--- src/rtl/if_fetch.sv ---
// Instruction-fetch stage: issues in-order imem requests from the pc_gen
// stream, buffers responses with their PCs and hands them to decode.
module if_fetch #(
    parameter int DEPTH = 2,
    parameter int CNT_W = 2
) (
    input  logic        core_clk,
    input  logic        core_rst_n,
    input  logic [63:0] pc,
    input  logic        pc_valid,
    input  logic        flush,
    output logic        pc_pause,
    output logic        imem_req,
    output logic [63:0] imem_addr,
    input  logic        imem_gnt,
    input  logic        imem_rvalid,
    input  logic [31:0] imem_rdata,
    input  logic        imem_err,
    output logic        id_valid,
    output logic [63:0] id_pc,
    output logic [31:0] id_inst,
    output logic        id_fault,
    input  logic        id_ready
);

    localparam int PW = $clog2(DEPTH);
    localparam int SW = CNT_W + 2;
    localparam logic [SW-1:0]    DEPTH_S = SW'(DEPTH);
    localparam logic [CNT_W-1:0] DEPTH_C = CNT_W'(DEPTH);

    // Counters: outstanding requests, buffered entries, responses to drop
    logic [CNT_W-1:0] r_out;
    logic [CNT_W-1:0] r_cnt;
    logic [CNT_W-1:0] r_kill;

    // PC-tag queue for granted requests awaiting a response
    logic [63:0]   r_tag [DEPTH];
    logic [PW-1:0] r_tag_wp;
    logic [PW-1:0] r_tag_rp;

    // Decode-side FIFO storage
    logic [63:0]   r_fpc   [DEPTH];
    logic [31:0]   r_finst [DEPTH];
    logic          r_fflt  [DEPTH];
    logic [PW-1:0] r_wp;
    logic [PW-1:0] r_rp;

    logic [SW-1:0]    w_sum;
    logic             w_space;
    logic             w_aligned;
    logic             w_go;
    logic             w_mis;
    logic             w_fire;
    logic             w_rv_kill;
    logic             w_rv_take;
    logic             w_push;
    logic             w_pop;
    logic [63:0]      w_push_pc;
    logic [31:0]      w_push_inst;
    logic             w_push_flt;
    logic [CNT_W-1:0] w_out_dec;
    logic [CNT_W-1:0] w_kill_dec;

    // Credit check and request/consume decisions for the current PC
    always_comb begin
        w_sum     = SW'(r_out) + SW'(r_cnt) + SW'(r_kill);
        w_space   = w_sum < DEPTH_S;
        w_aligned = pc[1:0] == 2'b00;
        w_go      = core_rst_n & pc_valid & ~flush & w_space;
        imem_req  = w_go & w_aligned;
        imem_addr = pc;
        w_mis     = w_go & ~w_aligned
                  & (r_out == '0) & (r_kill == '0);
        w_fire    = imem_req & imem_gnt;
        pc_pause  = core_rst_n & pc_valid & ~(w_fire | w_mis);
    end

    // Response routing, FIFO push/pop and head presentation
    always_comb begin
        w_rv_kill   = imem_rvalid & (r_kill != '0);
        w_rv_take   = imem_rvalid & (r_kill == '0);
        w_push      = ~flush & (w_rv_take | w_mis);
        w_push_pc   = w_mis ? pc : r_tag[r_tag_rp];
        w_push_flt  = w_mis | imem_err;
        w_push_inst = w_push_flt ? 32'h0 : imem_rdata;
        w_out_dec   = r_out - CNT_W'(w_rv_take);
        w_kill_dec  = r_kill - CNT_W'(w_rv_kill);
        id_valid    = r_cnt != '0;
        id_pc       = r_fpc[r_rp];
        id_inst     = r_finst[r_rp];
        id_fault    = r_fflt[r_rp];
        w_pop       = id_valid & id_ready;
    end

    // Counter updates; a flush turns all in-flight work into drops
    always_ff @(posedge core_clk or negedge core_rst_n) begin
        if (!core_rst_n) begin
            r_out  <= '0;
            r_cnt  <= '0;
            r_kill <= '0;
        end else if (flush) begin
            r_out  <= '0;
            r_cnt  <= '0;
            r_kill <= w_kill_dec + w_out_dec;
        end else begin
            r_out  <= w_out_dec + CNT_W'(w_fire);
            r_kill <= w_kill_dec;
            r_cnt  <= r_cnt + CNT_W'(w_push) - CNT_W'(w_pop);
        end
    end

    // Tag queue: push on grant, pop on an accepted response
    always_ff @(posedge core_clk or negedge core_rst_n) begin
        if (!core_rst_n) begin
            r_tag_wp <= '0;
            r_tag_rp <= '0;
            for (int i = 0; i < DEPTH; i++) begin
                r_tag[i] <= '0;
            end
        end else if (flush) begin
            r_tag_wp <= '0;
            r_tag_rp <= '0;
        end else begin
            if (w_fire) begin
                r_tag[r_tag_wp] <= pc;
                r_tag_wp        <= r_tag_wp + PW'(1);
            end
            if (w_rv_take) begin
                r_tag_rp <= r_tag_rp + PW'(1);
            end
        end
    end

    // Decode FIFO: responses and misaligned faults in, decode pops out
    always_ff @(posedge core_clk or negedge core_rst_n) begin
        if (!core_rst_n) begin
            r_wp <= '0;
            r_rp <= '0;
            for (int i = 0; i < DEPTH; i++) begin
                r_fpc[i]   <= '0;
                r_finst[i] <= '0;
                r_fflt[i]  <= 1'b0;
            end
        end else if (flush) begin
            r_wp <= '0;
            r_rp <= '0;
        end else begin
            if (w_push) begin
                r_fpc[r_wp]   <= w_push_pc;
                r_finst[r_wp] <= w_push_inst;
                r_fflt[r_wp]  <= w_push_flt;
                r_wp          <= r_wp + PW'(1);
            end
            if (w_pop) begin
                r_rp <= r_rp + PW'(1);
            end
        end
    end

    a_rv_orphan: assert property (
        @(posedge core_clk) disable iff (!core_rst_n)
        imem_rvalid |-> (r_out != '0 || r_kill != '0));

    a_cnt_max: assert property (
        @(posedge core_clk) disable iff (!core_rst_n)
        r_cnt <= DEPTH_C);

    a_push_full: assert property (
        @(posedge core_clk) disable iff (!core_rst_n)
        (w_push && r_cnt == DEPTH_C) |-> w_pop);

endmodule
--- config.mk ---
export PLATFORM = sky130hd
export DESIGN_NAME = if_fetch
export DESIGN_NICKNAME = d
export VERILOG_FILES = /design/src/rtl/if_fetch.sv
export SDC_FILE = /design/constraint.sdc
export NUM_CORES = 1
export LEC_CHECK = 0
export ABC_CLOCK_PERIOD_IN_PS = 4950
export CAP_MARGIN = 40
export CORE_MARGIN = 2
export CORE_UTILIZATION = 40
export DETAILED_ROUTE_END_ITERATION = 12
export PLACE_DENSITY = 0.64
export RECOVER_POWER = 100
export SKIP_LAST_GASP = 1
export SLEW_MARGIN = 0
export SYNTH_ARGS = -nofsm -noshare
export SYNTH_HDL_FRONTEND = slang
export SYNTH_SLANG_ARGS = --single-unit
--- constraint.sdc ---
create_clock -name core_clk -period 4.95 [get_ports core_clk]
set_clock_uncertainty 0.05 [all_clocks]
set_input_delay 0.99 -clock core_clk [delete_from_list [all_inputs] [get_ports core_clk]]
set_output_delay 0.99 -clock core_clk [all_outputs]
set_load 0.02 [all_outputs]
==> changes_impl.md <==
## Flow update

* Die Span X at 202 um
* Hold-fix buffers, CTS at 0
* Cell taking the most area after synthesis: dfrtp_1
* Finished Layout Cells at slightly below 2000
* Logic area at between 6000 and 7000 sq um
* Root Buffer Master: clkbuf_16
* Post-layout util at 50.7%
* Seq power at 3.95 mW
* Xor/xnor share at less than 1%
* Distinct lib cells used at 34
* R2R depth at 10
* Crit path DAT at roughly 3.6 ns
* Crit-path leading delay family: flip-flops
* Failing checks: max-capacitance violations, max-slew violations
* Reg area at slightly above 8000 sq um
* Ant diodes at 1
* Initial antenna violation count at 2
* PostCTS Resize Cnt at 0
* Fillers at around 3400
* Comb pwr share at 34.3%
* Clk ins delay skew pair at around 0.53 ns
* Adder Area Share at less than 1%
* Top logic family: multiplexers
* Residual DRC count at 0
* Total of max-cap violations at 5
* Setup TNS at 0 ns
* Capture point of the worst path: id_inst[31]
* NetSw at roughly 3.3 mW
* Port Buffers at about 270
* Final Hold Fails at 0
* Layout cell share with drive strength beyond 1 at a little over a fifth
* Total power at 10.2 mW
* Leak at 9.24 nW
* Synthesized Nets at roughly 1300
* Simple-Gate Area Share at around 4%
* Period utilization at 94.2%
* Max Buffers Root-to-Sink at 3
* FF+latch count at around 330
* Reg2reg end: r_fpc[81]
* Inverters at 13
* Post-Synthesis Cells at 1198
* Ys cells at approximately 1200
* Async SR Flop Fraction at 100%
* Combinational share of cell area at around a third
* Largest registers: r_fpc: 128 flops, r_tag: 128 flops, r_finst: 64 flops
* CTS tree: done
* Logic power comb at about 3.5 mW
* Tap cells at 518
* Worst Setup SP: r_rp
* Syn Area/Cell at 13.1 sq um
* Placed cells at roughly 1900
* Slowest CP cell: dfrtp_1
* Worst VDD drop at about 0.29 mV
* Sequential area share after synthesis at around 53%
* Pin count of the biggest net entering global routing at between 150 and 200
* Clock buffer cells at 62
* Seq area share at a little over two fifths
* Antenna viol nets, final at 0
* CP required at roughly 4 ns
* Routed wl met2 at 18500 um
* Mux cell area share at 24.1%
* Final setup margin at around 0.28 ns
* Maximum clock rate at about 210 MHz
* Pre-CTS setup slack at just under 0.7 ns
* Number of synthesized flops with an enable pin at 0
* DRT Wirelength at between 30000 and 40000 um
* Crit-path max FO at 30
* Syn. warnings at 0
* Area after DPL at between 15000 and 20000 sq um
* Main power group: registers
* Nonclk buf count at roughly 300
* Synthesized area at between 15000 and 20000 sq um
* Met1 WL at 18400 um
* Most numerous logic cell after layout: dfrtp_1
* Startpoint types: flop
* CTS Buf Count at 38
* Final-report setup violation count at 0
* Met3 routed WL at 2160 um
* Vias in the first global route at ~11000
* Count leader, synth: dfrtp_1
* Worst path depth at 3
* Flop2flop setup slack at 0.33 ns
* Dominant register cell: dfrtp_1
* DRT Pass-1 Iters at 6
* Total die size at approximately 41000 sq um
* Top Layer Used: met5
* Hold Crit Class: in -> async
* Hold slack at about 0.28 ns
* P_clk at 2.74 mW
* Busiest grt layer: met2
* Final max-slew violation count at about 310
* OpenROAD warning count at 28
* Postcts setup bufs at 0
* Clk slew on worst S/H paths at roughly 0.060 ns
* Pwr dens at about 520 nW/um^2
* Io pins at ~270
* Remaining Overflow, GRT at 0
* H-tree levels at 2
* Crit Path Category: reg -> out
* Final Cell Area at approximately 20000 sq um
* Most numerous logic cells after layout: dfrtp_1 (331), mux2_2 (216), dlygate4sd3_1 (156)
* Yosys reg bits at 332
* Multi-input gate count at ~700
* Total core area at 38600 sq um
* Endpoint class of the critical path: output port
* Tmin final at roughly 4.7 ns
* Top cells by area: dfrtp_1 (53%), mux2_2 (16%), mux2i_1 (8.2%), o2bb2ai_1 (7.2%), a22o_1 (3.6%)
* Clock power share at between 20% and 30%
* Dpl hpwl at 24200 um
* Switch share at 32.2%
* Area share, top type at 53.1%
* Die Height at roughly 200 um
* Fp_density at 40.5%
* Row cnt at approximately 72
* Outcome: finished, violations left
* First-iteration detailed-routing DRC count at 424
* Nets at 1490
* Worst Tran Pin Value at approximately 2.4 ns
* Via count at 10300
* Rel. slew slack at -60.7%
* Post-Synth AOI/OAI Area at between 10 and 15%
* Final-layout clock-cell area share at between 6 and 7%
* RSZ-0062 raised after global routing: false
* Layout Area Growth over Synthesis at 25.3%
* Internal power at between 6 and 7 mW
**Supply network**

The bar under the picture is 50 um long. Pins as bars on the die edge. Tap cells in gray.
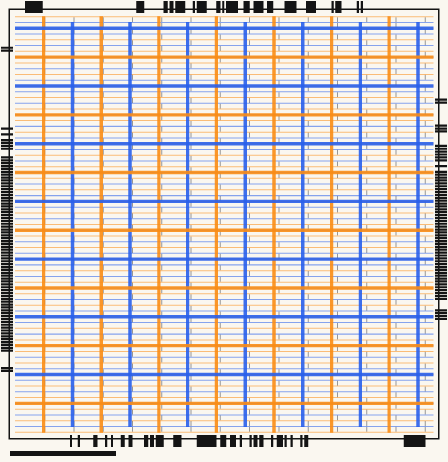
Blue stands for VDD. Orange stands for VSS.
73 met1 rails follow the rows. 268 signal pins sit on the boundary. 14 straps on met4. 518 tap cells. 14 straps on met5.

**Signal wires on met4**

Cells faint in the background.
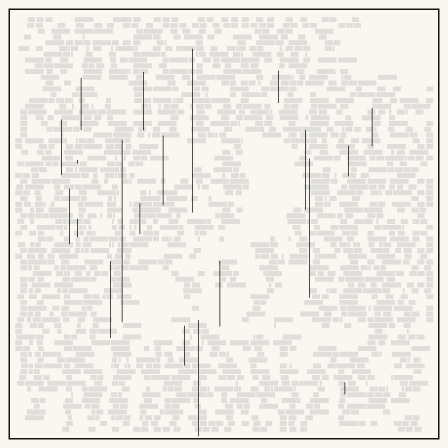
The longest straight run is 85.7 um. The layer holds 1.6% of the routed length. 11 nets have wire on it.

**Zoomed window**

Window x 139 to 164, y 38 to 63 um. Cells in gray, sequential cells in the stronger gray; small squares are vias.
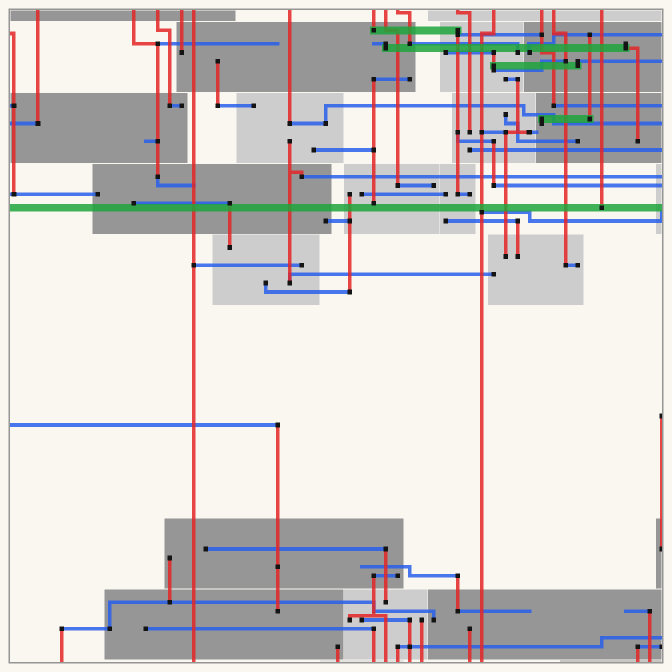
Red stands for met2. Green stands for met3. Blue stands for met1.
Sequential cells in the window: 8. Most frequent: dfrtp_1 (8), o2bb2ai_1 (3). Netlist names of flops here include r_fpc (5), r_tag (3). 16 logic cells have their middle in the window.

**Signal wires by layer**

Only two layers are drawn.
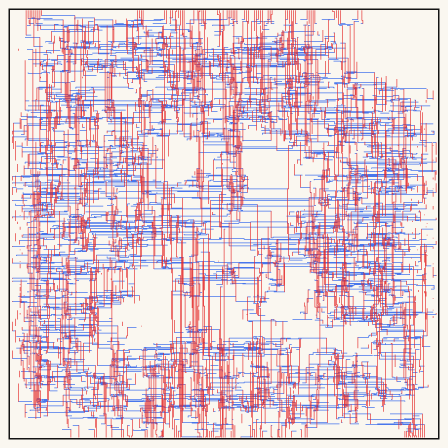
Red stands for met2, wire length 18500 um. Blue stands for met1, wire length 18400 um.

**Routing congestion**

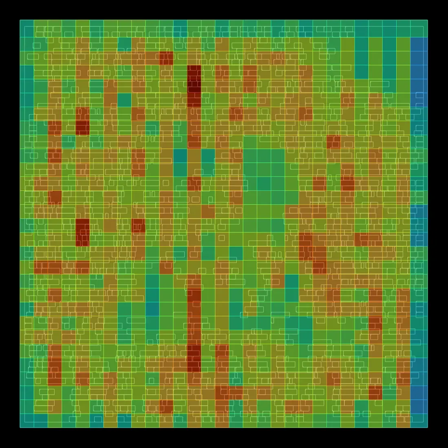
WL/cell: 20.6 um
GRT met1 Usage: 27.4%
Global Route Usage Sum: 19.8%
grt met2 use: 31.5%
M3 GR Usage: 4.65%

Power and IR drop assume default switching activity.
